==> config.mk <==
export PLATFORM = sky130hd
export DESIGN_NAME = anim_sequencer
export DESIGN_NICKNAME = d
export VERILOG_FILES = /design/src/rtl/anim_sequencer.sv
export SDC_FILE = /design/constraint.sdc
export NUM_CORES = 1
export LEC_CHECK = 0
export ABC_AREA = 1
export CAP_MARGIN = 20
export CORE_ASPECT_RATIO = 0.6
export CORE_MARGIN = 2
export CORE_UTILIZATION = 40
export CTS_CLUSTER_DIAMETER = 60
export DETAILED_ROUTE_END_ITERATION = 6
export PLACE_DENSITY_LB_ADDON = 0.15
export SETUP_SLACK_MARGIN = 0.1
export SYNTH_ARGS = -nofsm -noshare
export SYNTH_HDL_FRONTEND = slang
export SYNTH_SLANG_ARGS = --single-unit
==> constraint.sdc <==
create_clock -name clk -period 2.4 [get_ports clk]
set_input_delay 0.48 -clock clk [delete_from_list [all_inputs] [get_ports clk]]
set_output_delay 0.48 -clock clk [all_outputs]
set_load 0.02 [all_outputs]
==> src/rtl/anim_sequencer.sv <==
// anim_sequencer
// Frame sequencer for OLED animations. A prescaler divides clk into ticks,
// every HOLD_TICKS ticks the current frame is due to advance, and the step
// follows the playback mode latched at start (LOOP, PINGPONG, ONESHOT, HOLD).
// While the display controller is mid-transfer (disp_busy) a due advance is
// parked in WAIT_DISP, so a refresh never mixes two frames.
//
// Ports:
//   clk           in   1        system clock
//   rst           in   1        asynchronous, active-low reset
//   en            in   1        block enable; low forces IDLE, frame 0
//   start         in   1        one-cycle pulse; (re)starts playback at frame 0
//   mode          in   2        00 LOOP, 01 PINGPONG, 10 ONESHOT, 11 HOLD
//   pause         in   1        level; freezes prescaler and hold counter
//   disp_busy     in   1        display transfer in progress; defers advance
//   frame_idx     out  FRAME_W  current frame index (registered)
//   frame_changed out  1        pulse in the cycle frame_idx takes a new value
//   running       out  1        high in RUN and WAIT_DISP
//   done          out  1        pulse when ONESHOT completes

module anim_sequencer #(
  parameter int NUM_FRAMES = 8,
  parameter int FRAME_W    = 3,
  parameter int TICK_DIV   = 8388608,
  parameter int TICK_W     = 24,
  parameter int HOLD_TICKS = 1
) (
  input  logic               clk,
  input  logic               rst,
  input  logic               en,
  input  logic               start,
  input  logic [1:0]         mode,
  input  logic               pause,
  input  logic               disp_busy,
  output logic [FRAME_W-1:0] frame_idx,
  output logic               frame_changed,
  output logic               running,
  output logic               done
);

  typedef enum logic [1:0] {
    S_IDLE      = 2'd0,
    S_RUN       = 2'd1,
    S_WAIT_DISP = 2'd2,
    S_DONE      = 2'd3
  } state_t;

  localparam logic [1:0] MODE_LOOP     = 2'b00;
  localparam logic [1:0] MODE_PINGPONG = 2'b01;
  localparam logic [1:0] MODE_ONESHOT  = 2'b10;
  localparam logic [1:0] MODE_HOLD     = 2'b11;

  localparam int HOLD_W = (HOLD_TICKS > 1) ? $clog2(HOLD_TICKS) : 1;

  localparam logic [FRAME_W-1:0] FRAME_LAST = FRAME_W'(NUM_FRAMES - 1);
  localparam logic [FRAME_W-1:0] FRAME_ONE  = FRAME_W'(1);
  localparam logic [FRAME_W-1:0] FRAME_ZERO = {FRAME_W{1'b0}};
  localparam logic [TICK_W-1:0]  TICK_LAST  = TICK_W'(TICK_DIV - 1);
  localparam logic [TICK_W-1:0]  TICK_ONE   = TICK_W'(1);
  localparam logic [TICK_W-1:0]  TICK_ZERO  = {TICK_W{1'b0}};
  localparam logic [HOLD_W-1:0]  HOLD_LAST  = HOLD_W'(HOLD_TICKS - 1);
  localparam logic [HOLD_W-1:0]  HOLD_ONE   = HOLD_W'(1);
  localparam logic [HOLD_W-1:0]  HOLD_ZERO  = {HOLD_W{1'b0}};

  // Registered state
  state_t              state_r;
  logic [FRAME_W-1:0]  frame_r;
  logic                up_r;
  logic [TICK_W-1:0]   presc_r;
  logic [HOLD_W-1:0]   hold_r;
  logic [1:0]          mode_r;
  logic                changed_r;
  logic                running_r;
  logic                done_r;

  // Next-state values
  state_t              state_n;
  logic [FRAME_W-1:0]  frame_n;
  logic                up_n;
  logic [TICK_W-1:0]   presc_n;
  logic [HOLD_W-1:0]   hold_n;
  logic [1:0]          mode_n;
  logic                done_n;

  // Step result for the current frame under the latched mode
  logic [FRAME_W-1:0]  step_frame_s;
  logic                step_up_s;
  logic                step_done_s;

  // Prescaler/hold bookkeeping inside RUN
  logic                tick_s;
  logic                due_s;

  // Compute what the next frame would be if an advance were applied now
  always_comb begin
    step_frame_s = frame_r;
    step_up_s    = up_r;
    step_done_s  = 1'b0;
    case (mode_r)
      MODE_LOOP: begin
        if (frame_r == FRAME_LAST) begin
          step_frame_s = FRAME_ZERO;
        end else begin
          step_frame_s = frame_r + FRAME_ONE;
        end
      end
      MODE_PINGPONG: begin
        // A single-frame animation has no endpoints to bounce between.
        if (NUM_FRAMES == 1) begin
          step_frame_s = frame_r;
        end else if (up_r) begin
          // Turn around at the top without repeating the end frame.
          if (frame_r == FRAME_LAST) begin
            step_up_s    = 1'b0;
            step_frame_s = frame_r - FRAME_ONE;
          end else begin
            step_frame_s = frame_r + FRAME_ONE;
          end
        end else begin
          if (frame_r == FRAME_ZERO) begin
            step_up_s    = 1'b1;
            step_frame_s = frame_r + FRAME_ONE;
          end else begin
            step_frame_s = frame_r - FRAME_ONE;
          end
        end
      end
      MODE_ONESHOT: begin
        if (frame_r == FRAME_LAST) begin
          step_done_s = 1'b1;
        end else begin
          step_frame_s = frame_r + FRAME_ONE;
        end
      end
      default: begin
        step_frame_s = frame_r;
      end
    endcase
  end

  // Next-state logic: enable and start take priority over any due advance
  always_comb begin
    state_n = state_r;
    frame_n = frame_r;
    up_n    = up_r;
    presc_n = presc_r;
    hold_n  = hold_r;
    mode_n  = mode_r;
    done_n  = 1'b0;
    tick_s  = 1'b0;
    due_s   = 1'b0;

    if (!en) begin
      state_n = S_IDLE;
      frame_n = FRAME_ZERO;
      up_n    = 1'b1;
      presc_n = TICK_ZERO;
      hold_n  = HOLD_ZERO;
    end else if (start) begin
      state_n = S_RUN;
      mode_n  = mode;
      frame_n = FRAME_ZERO;
      up_n    = 1'b1;
      presc_n = TICK_ZERO;
      hold_n  = HOLD_ZERO;
    end else begin
      case (state_r)
        S_RUN: begin
          if (!pause) begin
            tick_s = (presc_r == TICK_LAST);
            if (tick_s) begin
              presc_n = TICK_ZERO;
              if (hold_r == HOLD_LAST) begin
                hold_n = HOLD_ZERO;
                due_s  = 1'b1;
              end else begin
                hold_n = hold_r + HOLD_ONE;
              end
            end else begin
              presc_n = presc_r + TICK_ONE;
            end
          end else begin
            presc_n = presc_r;
          end
          // HOLD mode lets the counters run but never advances.
          if (due_s && (mode_r != MODE_HOLD)) begin
            if (disp_busy) begin
              state_n = S_WAIT_DISP;
            end else if (step_done_s) begin
              state_n = S_DONE;
              done_n  = 1'b1;
            end else begin
              frame_n = step_frame_s;
              up_n    = step_up_s;
            end
          end else begin
            state_n = S_RUN;
          end
        end
        S_WAIT_DISP: begin
          // Counters stay frozen; pause does not block the parked step.
          if (!disp_busy) begin
            if (step_done_s) begin
              state_n = S_DONE;
              done_n  = 1'b1;
            end else begin
              state_n = S_RUN;
              frame_n = step_frame_s;
              up_n    = step_up_s;
            end
          end else begin
            state_n = S_WAIT_DISP;
          end
        end
        S_IDLE: begin
          state_n = S_IDLE;
        end
        S_DONE: begin
          state_n = S_DONE;
        end
        default: begin
          state_n = S_IDLE;
        end
      endcase
    end
  end

  // State and output registers
  always_ff @(posedge clk or negedge rst) begin
    if (!rst) begin
      state_r   <= S_IDLE;
      frame_r   <= FRAME_ZERO;
      up_r      <= 1'b1;
      presc_r   <= TICK_ZERO;
      hold_r    <= HOLD_ZERO;
      mode_r    <= MODE_LOOP;
      changed_r <= 1'b0;
      running_r <= 1'b0;
      done_r    <= 1'b0;
    end else begin
      state_r   <= state_n;
      frame_r   <= frame_n;
      up_r      <= up_n;
      presc_r   <= presc_n;
      hold_r    <= hold_n;
      mode_r    <= mode_n;
      changed_r <= (frame_n != frame_r);
      running_r <= (state_n == S_RUN) || (state_n == S_WAIT_DISP);
      done_r    <= done_n;
    end
  end

  assign frame_idx     = frame_r;
  assign frame_changed = changed_r;
  assign running       = running_r;
  assign done          = done_r;

endmodule

Fig. 1: register map, names as in the netlist
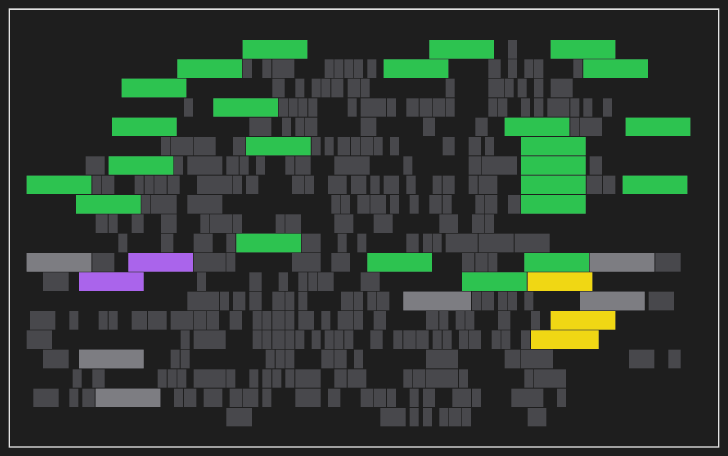
colour	name in the netlist	flops
yellow	frame_idx	3
green	presc_r	24
purple	state_r	2
not coloured	6
area taken by flip-flops and latches: 878 um2
sequential group power: 0.000627 W
Seq/total area: 34.7%
share of the core filled with cells in the final layout: 49.1%

Fig. 2: clock wiring as the flow saved it
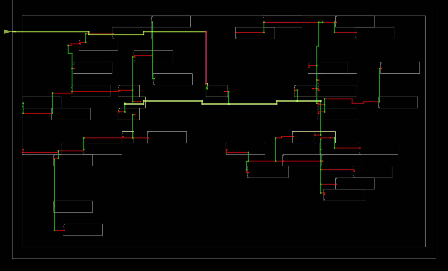
Sinks on Clock Net: 35
number of buffers created by CTS: 5
clock tree skew after final layout: 4.52 ps
Flop Count: 35

==> changes_impl.md <==
## Implementation

* Post-cts hold-fix buffer tally at 0
* Wire length on met3 at 372 um
* Worst r2r path cells at 12
* Global-route wire length before repair at 8630 um
* Fraction of layout cells with a size suffix above 1 at 8.92%
* Met1 Wirelength at 3160 um
* Cell area after synthesis at 2190 um2
* Net count of the mapped netlist at 319
* Type of the most critical hold path: input port to async pin
* CTS clk-pin slew, worst paths at 70 ps
* Nature of the critical path endpoint: flop
* Overall fraction of global-route tracks in use at 18.4%
* CTS H-tree depth at 2
* Seq share, synth at 40.1%
* Multiplexer area fraction after synthesis at 0%
* Site Rows at 20
* Top Layer Used: met4
* Yosys synthesis chip area at 2190 um2
* Startpoint kind of the worst setup timing path: flop
* Tot Pwr at 0.00132 W
* Total length of routed wires at 5190 um
* Core ar. at 5150 um2
* Cells after synthesis at 301
* Reg-to-reg critical path startpoint: frame_idx[1]
* Total grt overflow at 0
* Tally of filler cells in the layout at 531
* Most instantiated flip-flop cell in the synthesis netlist: dfrtp_1
* XOR/XNOR Fraction of Synth Area at 3.60%
* Area growth from synthesis to layout at 15.7%
* Max Slew Vio Count at 0
* Area share, top type at 38.9%
* Clock root buffer master: clkbuf_8
* Hold slack final at 277 ps
* Number of unique standard cell types used by synthesis at 29
* Kind of critical path: flop to flop
* PortBufs at 13
* Headroom to the max-slew limit at 47.7%
* Dominant kind of combinational cell: simple AND/OR/NAND/NOR gates
* Crit. Startpoint: frame_idx[1]
* Post-route minimum period at 2040 ps
* Number of inserted diodes at 0
* Number of warning messages in the logs at 31
* Maximum number of pins on one net before global-route repair at 36
* Total of flip-flops plus latches after synthesis at 35
* Number of antenna violations at the first check in global routing at 0
* Detailed-routed wire length on met2 at 1640 um
* Number of violations reported at the end of detailed-routing iteration 0 at 165
* Initial Util at 42.5%
* Die Area at 6100 um2
* Setup TNS at 0 ps
* Number of detailed-routing iterations run before antenna repair at 5
* Reg2reg end: frame_changed
* Register-to-register path setup slack at 360 ps
* Post-Synth Adder-Cell Area at 5.72%
* Highest clock rate at 0.490 GHz
* Detailed placer's ending HPWL at 4040 um
* Yosys top cell by area: dfrtp_1
* Mean instance size in the synthesized netlist at 7.27 um2
* Most numerous cell in the Yosys netlist: nand2_1
* Vias per std cell at 5.05
* Worst path arrival time at 2200 ps
* Via count of the first global-routing pass at 1669
* Clock tree from TritonCTS: done
* Latency at later pin at 280 ps
* Number of maximum-capacitance violations at 0
* Tightest Pin Transition at 785 ps
* Final count of hold timing violations at 0
* Number of setup violations in the final report at 0
* WL/cell at 13.3 um
* Total Nets Final at 342
* Leading cell types by count after synthesis: nand2_1 (73), inv_1 (37), nor2_1 (36)
* Vias after detailed routing at 1974
* Compound-gate portion of the synthesized area at 10.7%
* Die X at 99.5 um
* Worst-case vdd ir drop at 0.309 mV
* Final RePlAce weighted congestion at 0.888
* EDFF count, synth at 0
* Yosys Warn Count at 0
* Top post-synthesis cells by area: dfrtp_1 (39%), nand2_1 (13%), inv_1 (6.3%), nor2_1 (6.2%), ha_1 (5.7%)
* Outcome: finished, final reports clean
* Data required time of the critical path at 2560 ps
* IO Count at 14
* Pwr per Cell Area at 523 nW/um2
* Simple-Gate Fraction of Synth Area at 32.4%
* Proportion of register bits with asynchronous set or reset after synthesis at 100%
* Number of buffers on the longest clock path at 2
* # Cells Yosys at 301
* Final clock period utilization by the worst path at 85.0%
* Max FO, Critical Path at 9
* Leakage dissipation at 1.17 nW
* Die span in y at 61.3 um
* Remaining antenna violation count at 0
* Setup repair after global routing missed its margin: no
* Remaining DRCs at 0
-- cell usage in the layout, fill, tap and decap left out, types with 2 or more instances in the layout --
| cell type | count |
|---|---|
| nor2_2 | 2 |
| inv_1 | 37 |
| ha_1 | 10 |
| clkdlybuf4s50_1 | 12 |
| nor3b_1 | 2 |
| a211oi_1 | 2 |
| nand4_1 | 6 |
| nand2_1 | 73 |
| nor2_1 | 36 |
| inv_2 | 3 |
| xor2_1 | 8 |
| nand3_1 | 25 |
| nand2_2 | 3 |
| clkbuf_8 | 7 |
| nor3_1 | 9 |
| dfrtp_1 | 33 |
| o21ai_0 | 11 |
| nor3_2 | 2 |
| a31oi_1 | 3 |
| o211ai_1 | 3 |
| buf_4 | 6 |
| a21oi_1 | 22 |
-- registers in the layout, indices dropped and copies added (netlist names) --
name and cells:
up_r 1, done 1, presc_r 24, running 1, frame_idx 3, mode_r 2, state_r 2, frame_changed 1
-- critical path: stages (launching register included) --
cell	delay, ps
dfrtp_1	450
ha_1	200
nand2_2	140
ha_1	320
nor3_1	40
a211oi_1	220
nor2_1	80
nand2_1	70
nand3_1	100
nand2_1	100
nand2_1	50
nand2_1	50
nand3_1	80
-- layout make-up --
type                            count  area (um2)  share of cell area [%]
Tap cell                           66        82.6                    3.26
Inverter                           40         150                    5.93
Clock buffer                        7        96.3                    3.80
Timing Repair Buffer               19         170                    6.72
Sequential cell                    35         878                    34.7
Clock inverter                      1        7.51                   0.296
Multi-Input combinational cell    223        1150                    45.3
-- metal layers --
metal	track usage, %	up-vias
met2	20.6	58
met1	33.2	895
li1	-	1019
met4	2.35	0
met3	4.43	2
met5	0	-
-- metrics by stage --
| stage | instance area (um2) | std cells | setup slack [ps] |
|---|---|---|---|
| finish | 2530 | 391 | 359 |
| global route | 2530 | 391 | 165 |
| CTS | 2530 | 391 | 330 |
| detailed placement | 2430 | 383 | 154 |
| global placement | 2430 | 383 | 214 |
| floorplan | 2190 | 301 | 527 |
-- kinds of logic after synthesis --
| group | Yosys count |
|---|---|
| adders and majority gates | 10 |
| AOI/OAI and AO/OA | 43 |
| xor gates and xnor gates | 9 |
| buffers and inverters | 43 |
| DFF | 35 |
| and+or+nand+nor | 161 |
-- worst max path at each step --
stage / endpoint / slack, ps / cells past startpoint
3_3_place_gp: presc_r[20] / 210 / 12
4_1_cts: frame_changed / 330 / 12
3_5_place_dp: presc_r[20] / 150 / 12
5_1_grt: frame_changed / 170 / 12
6_report: frame_changed / 360 / 12
2_1_floorplan: frame_changed / 530 / 11
-- what timing repair did --
action                     4_1_cts  5_1_grt
hold endpoints to repair         0        0
buffers inserted                 0        0
setup endpoints to repair        0        1
gates resized                    0        1
-- where the power goes --
group          switching (W)  internal (W)  total (W)
logic               0.000145     0.0000848   0.000230
clock network       0.000207      0.000261   0.000467
registers          0.0000175      0.000609   0.000627
Power figures rest on the tool's default switching activity, not on a simulated workload.
